### src/rtl/min_max_input_ctrl.sv
// min_max_input_ctrl: board-input front end for min_max_top.
// Synchronises switches and buttons, debounces the buttons, loads min/max
// registers behind an ordering check, cycles the display mode and divides the
// clock down to the osc blink signal. Every output is registered.
module min_max_input_ctrl #(
  parameter int VALSIZE  = 4,
  parameter int DEBOUNCE = 16,
  parameter int OSC_DIV  = 25_000_000
) (
  input  logic               clk_i,
  input  logic               rst_ni,
  input  logic [VALSIZE-1:0] sw_i,
  input  logic               btn_min_i,
  input  logic               btn_max_i,
  input  logic               btn_mode_i,
  output logic [1:0]         com_o,
  output logic [VALSIZE-1:0] min_o,
  output logic [VALSIZE-1:0] max_o,
  output logic               osc_o,
  output logic [VALSIZE-1:0] val_o,
  output logic               err_o
);

  localparam int CW = $clog2(DEBOUNCE + 1);
  localparam int OW = $clog2(OSC_DIV + 1);

  typedef enum logic [1:0] {IDLE, CHECK, COMMIT} state_t;

  // button index: 0 = min, 1 = max, 2 = mode
  logic [VALSIZE-1:0] sw_s1, sw_s2;
  logic [2:0]         btn_s1, btn_s2;
  logic [2:0]         db_lvl, armed, press;
  logic [CW-1:0]      db_cnt [3];
  logic [OW-1:0]      osc_cnt;
  state_t             state;
  logic [VALSIZE-1:0] cand;
  logic               tgt_max;

  // two-flop synchronisers for switches and buttons, plus the val_o register
  always_ff @(posedge clk_i or negedge rst_ni) begin
    if (!rst_ni) begin
      sw_s1  <= '0;
      sw_s2  <= '0;
      btn_s1 <= '0;
      btn_s2 <= '0;
      val_o  <= '0;
    end else begin
      sw_s1  <= sw_i;
      sw_s2  <= sw_s1;
      btn_s1 <= {btn_mode_i, btn_max_i, btn_min_i};
      btn_s2 <= btn_s1;
      val_o  <= sw_s2;
    end
  end

  // per-button debounce with one-cycle press pulse on accepted 0->1.
  // Until a button has been seen released for DEBOUNCE cycles it is unarmed:
  // the filter then tracks "released" instead of the level, so a button held
  // across reset release never produces a press. While unarmed both sync
  // stages must read 0, which keeps the cleared synchroniser from faking a
  // release in the first cycles after reset.
  always_ff @(posedge clk_i or negedge rst_ni) begin
    if (!rst_ni) begin
      db_lvl <= '0;
      armed  <= '0;
      press  <= '0;
      for (int unsigned i = 0; i < 3; i++) db_cnt[i] <= '0;
    end else begin
      for (int unsigned i = 0; i < 3; i++) begin
        press[i] <= 1'b0;
        if ((armed[i] ? btn_s2[i] : (btn_s2[i] | btn_s1[i])) ==
            (armed[i] ? db_lvl[i] : 1'b1)) begin
          db_cnt[i] <= '0;
        end else if (db_cnt[i] == CW'(DEBOUNCE - 1)) begin
          db_cnt[i] <= '0;
          if (!armed[i]) begin
            armed[i] <= 1'b1;
          end else begin
            db_lvl[i] <= btn_s2[i];
            press[i]  <= btn_s2[i];
          end
        end else begin
          db_cnt[i] <= db_cnt[i] + 1'b1;
        end
      end
    end
  end

  // load FSM: latch candidate, check ordering against the other bound, commit
  always_ff @(posedge clk_i or negedge rst_ni) begin
    if (!rst_ni) begin
      state   <= IDLE;
      cand    <= '0;
      tgt_max <= 1'b0;
      min_o   <= '0;
      max_o   <= '1;
      err_o   <= 1'b0;
    end else begin
      case (state)
        IDLE: begin
          if (press[0] && press[1]) begin
            err_o <= 1'b1;
          end else if (press[0] || press[1]) begin
            cand    <= sw_s2;
            tgt_max <= press[1];
            state   <= CHECK;
          end
        end
        CHECK: begin
          if (tgt_max ? (cand >= min_o) : (cand <= max_o)) begin
            state <= COMMIT;
          end else begin
            err_o <= 1'b1;
            state <= IDLE;
          end
        end
        COMMIT: begin
          if (tgt_max) max_o <= cand;
          else         min_o <= cand;
          err_o <= 1'b0;
          state <= IDLE;
        end
        default: state <= IDLE;
      endcase
    end
  end

  // display mode counter, wraps 3 -> 0
  always_ff @(posedge clk_i or negedge rst_ni) begin
    if (!rst_ni) com_o <= '0;
    else if (press[2]) com_o <= com_o + 2'd1;
  end

  // osc divider: toggle every OSC_DIV cycles
  always_ff @(posedge clk_i or negedge rst_ni) begin
    if (!rst_ni) begin
      osc_cnt <= '0;
      osc_o   <= 1'b0;
    end else if (osc_cnt == OW'(OSC_DIV - 1)) begin
      osc_cnt <= '0;
      osc_o   <= ~osc_o;
    end else begin
      osc_cnt <= osc_cnt + 1'b1;
    end
  end

endmodule

### config.mk
export PLATFORM = sky130hd
export DESIGN_NAME = min_max_input_ctrl
export DESIGN_NICKNAME = d
export VERILOG_FILES = /design/src/rtl/min_max_input_ctrl.sv
export SDC_FILE = /design/constraint.sdc
export NUM_CORES = 1
export LEC_CHECK = 0
export CAP_MARGIN = 5
export CORE_MARGIN = 5
export CORE_UTILIZATION = 30
export DETAILED_ROUTE_END_ITERATION = 7
export HOLD_SLACK_MARGIN = 0.08
export MAX_ROUTING_LAYER = met4
export PLACE_DENSITY_LB_ADDON = 0.2
export RECOVER_POWER = 25
export SLEW_MARGIN = 20
export SYNTH_ARGS = -nofsm -noshare
export SYNTH_HDL_FRONTEND = slang
export SYNTH_SLANG_ARGS = --single-unit
### constraint.sdc
create_clock -name clk_i -period 2.4 [get_ports clk_i]
set_clock_uncertainty 0.05 [all_clocks]
set_input_delay 0.24 -clock clk_i [delete_from_list [all_inputs] [get_ports clk_i]]
set_output_delay 0.24 -clock clk_i [all_outputs]
set_load 0.02 [all_outputs]
==> images/clk_routes.png <==
Bar = 20 µm.
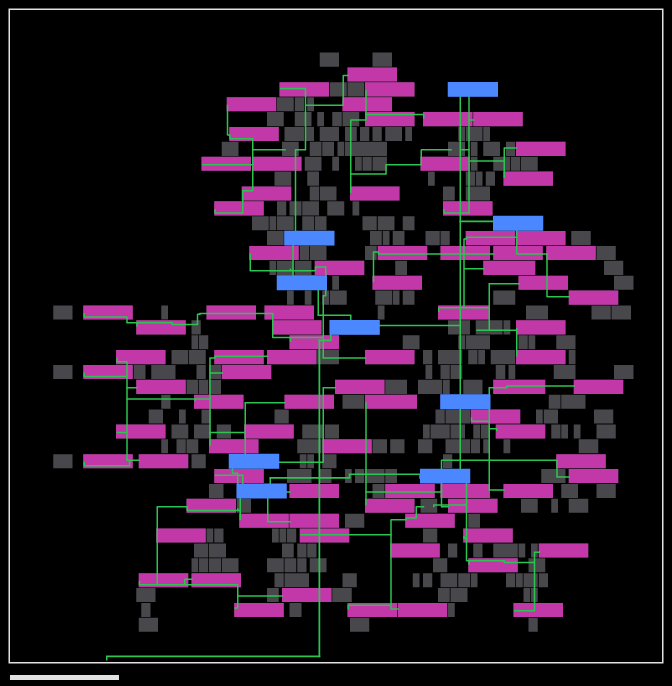
legend:
  green:
    item: clock wires
    length: 1,150 µm
  blue:
    item: clock drivers
    count: 9
  magenta:
    item: flip-flops
    count: 86
routed clock nets: 10
clk pwr: 1.32 mW
Late-Pin Clk Latency: 330 ps
Clk network pwr share: 45.8%

==> GITHUB_STEP_SUMMARY <==
## PnR job results

| Metric | Value |
|---|---|
| Mapped Area | `approximately 3600 µm²` |
| WL met3 | `approximately 250 µm` |
| Slowest library cell on the worst path | `or4b_1` |
| Final Hold Vio Count | `0` |
| Drt total wl | `6130 µm` |
| Max reg flops | `25` |
| Fraction of area in registers | `about half` |
| Drt via density | `4.57` |
| Status | `finished clean` |
| Worst path depth | `5` |
| Largest class | `sequential cells` |
| Critical Path AT | `2260 ps` |
| Vias in the first global route | `2,326` |
| Worst Reg-to-Reg Cells | `5` |
| Chip area | `14,200 µm²` |
| Initial antenna violation count | `0` |
| Worst R2R End | `osc_cnt[12]` |
| Port bufs | `24` |
| Layout non-clock buf frac | `6.89%` |
| Top power group | `registers` |
| Yosys cell count | `301` |
| R2r startpoint | `osc_cnt[6]` |
| Placed insts | `472` |
| Cells after synthesis | `between 300 and 400` |
| Hold Startpoint | `sw_s1[0]` |
| Root buffer cell | `clkbuf_16` |
| Worst Setup Start Kind | `flip-flop` |
| Cell family with most CP delay | `simple AND/OR/NAND/NOR gates` |
| FILL cells | `about 1,100` |
| Cell Pwr Density | `664 nW/µm²` |
| Worst Setup SP | `osc_cnt[6]` |
| Area growth syn-to-layout | `20.7%` |
| Most common library cells after synthesis | `dfrtp_1 (82), nor2_1 (26), nand3_1 (19)` |
| Multi-input logic area | `1340 µm²` |
| Switching power | `roughly 0.64 mW` |
| Fin Hold WS | `around 300 ps` |
| Overall Global Routing Usage | `9.94%` |
| Max-area cell share | `between 50% and 60%` |
| Register clock-pin slew on the reported worst setup and hold paths | `about 60 ps` |
| Sequential share of power | `about half` |
| CTS Buf Count | `9` |
| Comb pwr share | `between 2 and 3%` |
| Least-Margin Pin Slew | `around 910 ps` |
==> images/congestion.png <==
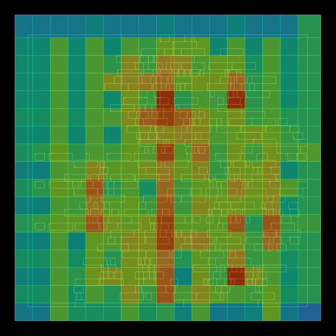
met1 Resource Use GR: 13.6%
wire length per cell: 12.5 µm
GR Util met2: 13.2%
met3 GRT Util: 2.94%

[logic make-up (layout without fill, tap and decap cells)]
logic type | count (synthesis) | in the layout | share of synthesized area (%)
flops | 86 | 86 | 60.3
mux | 8 | 8 | 2.52
buf+inv | 18 | 63 | 2.20
simple gates | 111 | 111 | 17.0
compound gates | 36 | 36 | 6.29
xor+xnor | 28 | 28 | 6.85
fa+ha+maj | 14 | 14 | 4.89
[metal layers]
layer / vias to the layer above / GRT usage [%]
li1: 1134 / -
met1: 1056 / 13.6
met2: 35 / 13.2
met3: 9 / 2.94
met4: 0 / 5.14
met5: - / -
[worst reg2reg max path: stages (launching register included)]
cell and delay, ps:
dfrtp_1 420, or4b_1 530, nor4_1 220, and4_1 470
buf_4 230, nor2_1 60
Power and IR drop assume default switching activity.
